===== src/rtl/fetch_if.sv =====
// Fetch-stage bus bundle: instruction-memory request/grant/response, decode
// valid/ready handoff and the execute-stage redirect.
interface fetch_if #(
  parameter int WIDTH = 32
);
  logic             imem_req;
  logic [WIDTH-1:0] imem_addr;
  logic             imem_gnt;
  logic             imem_rvalid;
  logic [31:0]      imem_rdata;
  logic             if_valid;
  logic             if_ready;
  logic [31:0]      if_instr;
  logic [WIDTH-1:0] if_pc;
  logic [WIDTH-1:0] if_pc_plus4;
  logic             pc_src;
  logic [WIDTH-1:0] jump_target_addr;

  modport master (
    output imem_req, imem_addr, if_valid, if_instr, if_pc, if_pc_plus4,
    input  imem_gnt, imem_rvalid, imem_rdata, if_ready, pc_src, jump_target_addr
  );

  modport slave (
    input  imem_req, imem_addr, if_valid, if_instr, if_pc, if_pc_plus4,
    output imem_gnt, imem_rvalid, imem_rdata, if_ready, pc_src, jump_target_addr
  );
endinterface


===== src/rtl/fetch_unit.sv =====
// Instruction-fetch stage: owns the PC, keeps at most one memory request in
// flight and hands fetched words to decode; a redirect flushes held/in-flight data.
module fetch_unit #(
  parameter int               WIDTH    = 32,
  parameter logic [WIDTH-1:0] RESET_PC = {WIDTH{1'b0}}
) (
  input logic    clk,
  input logic    rst_n,
  fetch_if.master bus
);
  localparam logic [2:0] S_IDLE = 3'd0;
  localparam logic [2:0] S_REQ  = 3'd1;
  localparam logic [2:0] S_WAIT = 3'd2;
  localparam logic [2:0] S_DROP = 3'd3;
  localparam logic [2:0] S_HOLD = 3'd4;

  localparam logic [WIDTH-1:0] PC_STEP = {{(WIDTH-3){1'b0}}, 3'b100};
  localparam logic [31:0]      NOP     = 32'h0000_0013;

  logic [2:0]       r_state;
  logic [WIDTH-1:0] r_pc;
  logic             r_imem_req;
  logic             r_if_valid;
  logic [31:0]      r_if_instr;
  logic [WIDTH-1:0] r_if_pc;
  logic [WIDTH-1:0] r_if_pc_plus4;

  logic [2:0]       w_state_nxt;
  logic [WIDTH-1:0] w_pc_nxt;
  logic [WIDTH-1:0] w_target;
  logic             w_capture;

  assign w_target = {bus.jump_target_addr[WIDTH-1:2], 2'b00};

  // Next-state and next-PC selection; redirect always wins over normal progress.
  always_comb begin
    w_state_nxt = r_state;
    w_pc_nxt    = r_pc;
    w_capture   = 1'b0;
    case (r_state)
      S_IDLE: begin
        w_state_nxt = S_REQ;
      end
      S_REQ: begin
        if (bus.pc_src) begin
          w_pc_nxt    = w_target;
          w_state_nxt = bus.imem_gnt ? S_DROP : S_REQ;
        end else if (bus.imem_gnt) begin
          w_state_nxt = S_WAIT;
        end else begin
          w_state_nxt = S_REQ;
        end
      end
      S_WAIT: begin
        if (bus.pc_src) begin
          w_pc_nxt    = w_target;
          w_state_nxt = bus.imem_rvalid ? S_REQ : S_DROP;
        end else if (bus.imem_rvalid) begin
          w_capture   = 1'b1;
          w_state_nxt = S_HOLD;
        end else begin
          w_state_nxt = S_WAIT;
        end
      end
      S_DROP: begin
        if (bus.pc_src) begin
          w_pc_nxt = w_target;
        end else begin
          w_pc_nxt = r_pc;
        end
        w_state_nxt = bus.imem_rvalid ? S_REQ : S_DROP;
      end
      S_HOLD: begin
        if (bus.pc_src) begin
          w_pc_nxt    = w_target;
          w_state_nxt = S_REQ;
        end else if (bus.if_ready) begin
          w_pc_nxt    = r_pc + PC_STEP;
          w_state_nxt = S_REQ;
        end else begin
          w_state_nxt = S_HOLD;
        end
      end
      default: begin
        w_state_nxt = S_IDLE;
      end
    endcase
  end

  // State, PC and output flags; flags are pre-decoded from next state so they stay pure registers.
  always_ff @(posedge clk or negedge rst_n) begin
    if (!rst_n) begin
      r_state    <= S_IDLE;
      r_pc       <= RESET_PC;
      r_imem_req <= 1'b0;
      r_if_valid <= 1'b0;
    end else begin
      r_state    <= w_state_nxt;
      r_pc       <= w_pc_nxt;
      r_imem_req <= (w_state_nxt == S_REQ);
      r_if_valid <= (w_state_nxt == S_HOLD);
    end
  end

  // Held instruction and its PC, written only when a live response is captured.
  always_ff @(posedge clk or negedge rst_n) begin
    if (!rst_n) begin
      r_if_instr    <= NOP;
      r_if_pc       <= RESET_PC;
      r_if_pc_plus4 <= RESET_PC + PC_STEP;
    end else if (w_capture) begin
      r_if_instr    <= bus.imem_rdata;
      r_if_pc       <= r_pc;
      r_if_pc_plus4 <= r_pc + PC_STEP;
    end else begin
      r_if_instr    <= r_if_instr;
      r_if_pc       <= r_if_pc;
      r_if_pc_plus4 <= r_if_pc_plus4;
    end
  end

  assign bus.imem_req    = r_imem_req;
  assign bus.imem_addr   = r_pc;
  assign bus.if_valid    = r_if_valid;
  assign bus.if_instr    = r_if_instr;
  assign bus.if_pc       = r_if_pc;
  assign bus.if_pc_plus4 = r_if_pc_plus4;
endmodule


===== src/flat_wrapper.sv =====
// flat-port wrapper written by rule: the top's interface ports become plain ports
module fetch_unit_flat 
#(
  parameter int               WIDTH    = 32,
  parameter logic [WIDTH-1:0] RESET_PC = {WIDTH{1'b0}}
)
  (clk, rst_n, bus_imem_req, bus_imem_addr, bus_if_valid, bus_if_instr, bus_if_pc, bus_if_pc_plus4, bus_imem_gnt, bus_imem_rvalid, bus_imem_rdata, bus_if_ready, bus_pc_src, bus_jump_target_addr);
  fetch_if #(.WIDTH(WIDTH)) bus_i ();
  input logic clk;
  input logic rst_n;
  output wire logic [$bits(bus_i.imem_req)-1:0] bus_imem_req;
  output wire logic [$bits(bus_i.imem_addr)-1:0] bus_imem_addr;
  output wire logic [$bits(bus_i.if_valid)-1:0] bus_if_valid;
  output wire logic [$bits(bus_i.if_instr)-1:0] bus_if_instr;
  output wire logic [$bits(bus_i.if_pc)-1:0] bus_if_pc;
  output wire logic [$bits(bus_i.if_pc_plus4)-1:0] bus_if_pc_plus4;
  input wire logic [$bits(bus_i.imem_gnt)-1:0] bus_imem_gnt;
  input wire logic [$bits(bus_i.imem_rvalid)-1:0] bus_imem_rvalid;
  input wire logic [$bits(bus_i.imem_rdata)-1:0] bus_imem_rdata;
  input wire logic [$bits(bus_i.if_ready)-1:0] bus_if_ready;
  input wire logic [$bits(bus_i.pc_src)-1:0] bus_pc_src;
  input wire logic [$bits(bus_i.jump_target_addr)-1:0] bus_jump_target_addr;
  assign bus_imem_req = bus_i.imem_req;
  assign bus_imem_addr = bus_i.imem_addr;
  assign bus_if_valid = bus_i.if_valid;
  assign bus_if_instr = bus_i.if_instr;
  assign bus_if_pc = bus_i.if_pc;
  assign bus_if_pc_plus4 = bus_i.if_pc_plus4;
  assign bus_i.imem_gnt = bus_imem_gnt;
  assign bus_i.imem_rvalid = bus_imem_rvalid;
  assign bus_i.imem_rdata = bus_imem_rdata;
  assign bus_i.if_ready = bus_if_ready;
  assign bus_i.pc_src = bus_pc_src;
  assign bus_i.jump_target_addr = bus_jump_target_addr;
  fetch_unit #(.WIDTH(WIDTH), .RESET_PC(RESET_PC)) u_core (.clk(clk), .rst_n(rst_n), .bus(bus_i));
endmodule

===== config.mk =====
export PLATFORM = sky130hd
export DESIGN_NAME = fetch_unit_flat
export DESIGN_NICKNAME = d
export VERILOG_FILES = /design/src/rtl/fetch_if.sv /design/src/rtl/fetch_unit.sv /design/src/flat_wrapper.sv
export SDC_FILE = /design/constraint.sdc
export NUM_CORES = 1
export LEC_CHECK = 0
export CAP_MARGIN = 30
export CORE_AREA = 2 2 116 118
export CTS_CLUSTER_DIAMETER = 40
export DETAILED_ROUTE_END_ITERATION = 10
export DIE_AREA = 0 0 118 120
export PLACE_DENSITY = 0.84
export SETUP_SLACK_MARGIN = 0.02
export SLEW_MARGIN = 20
export SYNTH_ARGS = -nofsm -noshare
export SYNTH_HDL_FRONTEND = slang
export SYNTH_SLANG_ARGS = --single-unit
export TNS_END_PERCENT = 1

===== constraint.sdc =====
create_clock -name clk -period 5.6 [get_ports clk]
set_clock_uncertainty 0.15 [all_clocks]
set_input_delay 1.68 -clock clk [delete_from_list [all_inputs] [get_ports clk]]
set_output_delay 1.68 -clock clk [all_outputs]
set_load 0.01 [all_outputs]

**Run 1: where the registers sit**

Other sequential cells in the stronger grey, the rest of the logic in the fainter grey.
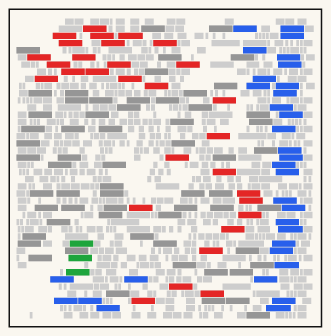
legend:
  `u_core.bus.if_pc_plus4`:
    colour: red
    sequential_cells: 30
  `u_core.r_state`:
    colour: green
    sequential_cells: 3
  `u_core.bus.if_instr`:
    colour: blue
    sequential_cells: 32
not coloured: 62
Sequential cell area: 3180 um^2
flop share of the area: 0.360
Final Util: 0.681

**Run 1: routing congestion**

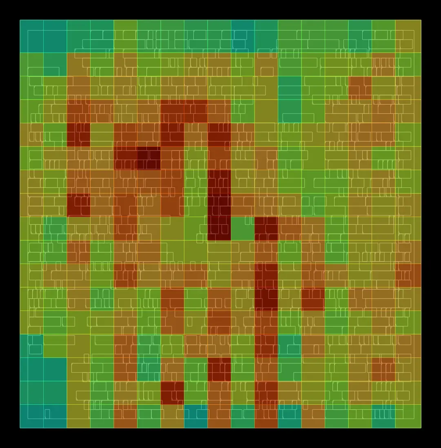
Global Route Usage Sum: 0.270
Routed WL per cell: 17.2 um
global routing's busiest layer: met2

**Run 1: placed cells, one colour a class**

The bar under the picture is 20 um long.
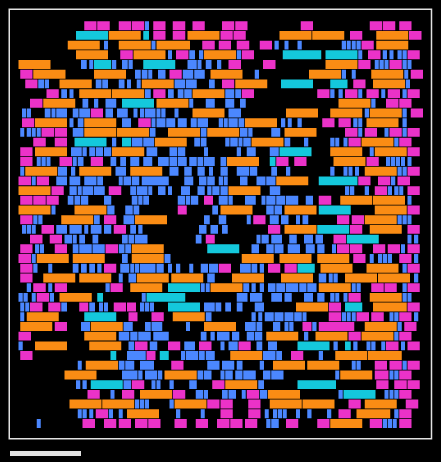
legend:
  remaining buffers and delay cells:
    colour: magenta
    cells: 200
    share_of_their_area: 23%
  registers:
    colour: orange
    cells: 127
    share_of_their_area: 37%
  clock drivers and dummy loads:
    colour: cyan
    cells: 32
    share_of_their_area: 7.4%
  remaining logic cells:
    colour: blue
    cells: 528
    share_of_their_area: 32%
final non-filler cell area: 8840 um^2
total core area: 13000 um^2

==> Changelog: implementation, run 1 <==
### Implementation results

- Syn. warnings: 0
- Cell Chain, Critical Path: clkdlybuf4s50_1 > or4b_1 > buf_4 > nor2_1 > or4b_1 > nand4_1
- Critical path depth: 6
- Post-Route WL: 18.3 mm
- Yosys top cell by instances: nand2_1
- Met2 Use GR: 0.426
- Simple share: 0.282
- CTS root buf: clkbuf_16
- Register bit count reported by yosys: 127
- Resize count post-CTS: 0
- Via count: 5903
- Final Wtd Congestion: 0.778
- Worst-margin pin slew: 0.927 ns
- Iter 0 DRT Violations: 467
- Sw frac: 0.323
- Cells after Synth: 723
- Cell area leaders: dfrtp_1 (49%), nand2_1 (14%), o21ai_0 (2.9%)
- P_comb: 1.53 mW
- FP Core Util: 0.483
- Multi-input gates: 524
- CP top delay family: simple AND/OR/NAND/NOR gates
- Clock network power share: 0.273
- Hold Crit Start: u_core.bus.if_instr[4]
- Status: completed
- F_max: 0.247 GHz
- Worst setup path start: bus_pc_src
- Clock buf count: 21
- Share of cells above drive strength 1: 0.0586
- Post-synth EDFFs: 0
- Buffers excl. clock: 200
- Die extent in y: 120 um
==> inputs of run 2 (changes only) <==
- CORE_AREA: 2 2 116 118 -> 2 2 126 128
- DIE_AREA: 0 0 118 120 -> 0 0 128 130
- PLACE_DENSITY: 0.84 -> 0.75
- clock period: 5.6 -> 3.7 ns (I/O delays scaled with it)
**Run 2: power grid**

Pins as bars on the die edge. Tap cells in grey.
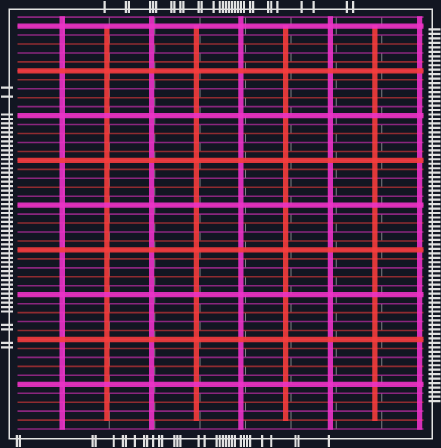
legend:
  VSS:
    colour: magenta
  VDD:
    colour: red
rows: 46
signal pins: 200
met5 straps: 9
tap cells: 192
met1 rails: 47

==> run 2 against run 1 <==
Global-route usage shrank 4.1 points. Flip-flop count is the same. Worst setup slack lost 0.84 ns. Utilization shrank 10 points. Final cell count grew 2.4%. Critical path type is now register to primary output. Largest power group unchanged.
==> Changelog: implementation, run 2 <==
### Implementation results

- Status: completed
- Critical path depth: 1 (-5)
- Clock network power share: 0.270 (-0.003)
- Clock buf count: 26 (+24%)
- Buffers excl. clock: 209 (+4.5%)
- Cell Chain, Critical Path: clkdlybuf4s50_1
- Routed WL per cell: 17.1 um (-0.54%)
- Global Route Usage Sum: 0.229 (-0.0409)
- F_max: 0.334 GHz
- Resize count post-CTS: 0 (unchanged)
- Iter 0 DRT Violations: 311 (-33%)
- Total core area: 15400 um^2 (+19%)
- Sequential cell area: 3180 um^2 (unchanged)
- Simple share: 0.282 (unchanged)
- Cell area leaders: dfrtp_1 (49%), nand2_1 (14%), o21ai_0 (2.9%)
- Sw frac: 0.322 (-0.00130)
- Met2 Use GR: 0.362 (-0.0634)
- Post-Route WL: 18.6 mm (+1.8%)
- Global routing's busiest layer: met2
- Final Util: 0.580 (-0.101)
- Final Wtd Congestion: 0.794 (+2.1%)
- Die extent in y: 130 um (+8.3%)
**Run 2: where the registers sit**

Other sequential cells in the stronger grey, the rest of the logic in the fainter grey.
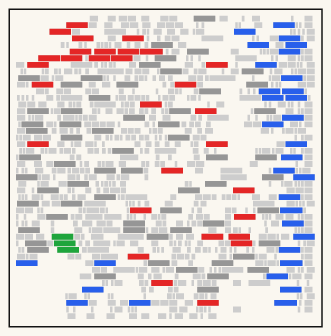
legend:
  `u_core.bus.if_pc_plus4`:
    colour: red
    sequential_cells: 30
    where: all over the die
  `u_core.bus.if_instr`:
    colour: blue
    sequential_cells: 32
    where: all over the die
  `u_core.r_state`:
    colour: green
    sequential_cells: 3

==> inputs of run 3 (changes only) <==
- CORE_AREA: 2 2 126 128 -> 2 2 119 121
- DIE_AREA: 0 0 128 130 -> 0 0 121 123
- PLACE_DENSITY: 0.75 -> 0.8
- clock period: 3.7 -> 2.95 ns (I/O delays scaled with it)
**Run 3: where the registers sit**

Other sequential cells in the stronger grey, the rest of the logic in the fainter grey.
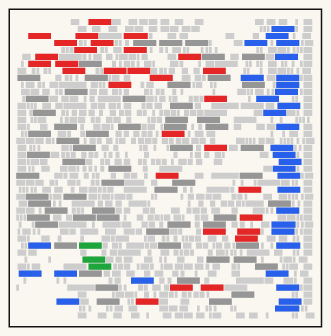
legend:
  `u_core.bus.if_instr`:
    colour: blue
    sequential_cells: 32
    where: all over the die
  `u_core.r_state`:
    colour: green
    sequential_cells: 3
  `u_core.bus.if_pc_plus4`:
    colour: red
    sequential_cells: 30

==> run 3 against run 2 <==
Clock power is 36% higher. Critical path type unchanged. First-iteration DRC count down 8.0%. Worst setup slack got worse by 0.48 ns. Die area is 11% lower. Highest routed layer unchanged. Total power is 29% higher. Synthesized cell count unchanged. Critical endpoint is now bus_imem_addr[18]. Sequential power rose by 24%. Non-clock buffer count up 19. Register-to-register slack worse by 0.51 ns.
==> Changelog: implementation, run 3 <==
### Implementation results

- Status: completed
- Commonest flop: dfrtp_1
- Cell Chain, Critical Path: clkdlybuf4s50_1
- Sw frac: 0.319 (-0.00280)
- Sequential cell area: 3180 um^2 (unchanged)
- Final Wtd Congestion: 0.828 (+4.3%)
- Simple share: 0.282 (unchanged)
- Critical path fanouts, max: 10
- Synth cell count leaders: nand2_1 (227), dfrtp_1 (123), clkbuf_1 (42)
- Synth mux share: 0.0160
- Met2 Use GR: 0.412 (+0.0502)
- CTS Buf Count: 17
- Total clock sinks: 127
- N_taps: 180
- Tot Pwr: 8.43 mW
- Clock buf count: 19 (-27%)
- RSZ-0062 raised after global routing: no
- Clock network power share: 0.284 (+0.014)
- Resize count post-CTS: 0 (unchanged)
- N_diodes: 1
- Worst Setup End Kind: primary output
- Fin. max-slew vios: 0
- Cell area leaders: dfrtp_1 (49%), nand2_1 (14%), o21ai_0 (2.9%)
- FP Core Util: 0.461
- Non-clock buffer share: 0.246
- Hold WC Path Type: input port to async pin
- Setup bufs post-CTS: 0
- Iter 0 DRT Violations: 286 (-8.0%)
- Flop share of the area: 0.348
- Buffers excl. clock: 228 (+9.1%)
- WL met2: 8.60 mm
- DR top layer: met4
- Die extent in y: 123 um (-5.4%)
- R2R cell count: 5
- F_max: 0.367 GHz
- Global routing's busiest layer: met2
- # Cells Yosys: 723
- Critical path depth: 1 (unchanged)
- Cell Rows: 43
- Top cell excl fill/tap: nand2_1
- Post-Route WL: 18.2 mm (-2.4%)
- Total core area: 13600 um^2 (-12%)
- DRT antenna net count: 0
**Run 3: routing congestion**

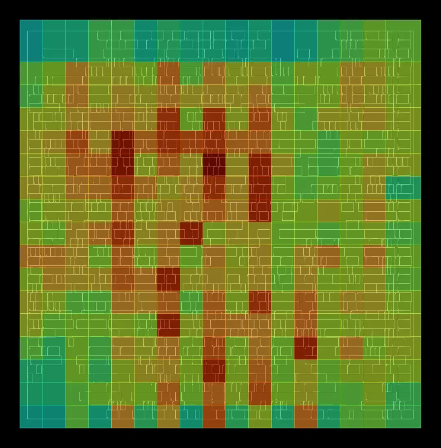
Global Route Usage Sum: 0.251
met1 GRT Util: 0.314
Routed WL per cell: 16.6 um
met3 usage: 0.0807
Final Util: 0.672

Power and IR drop assume default switching activity.
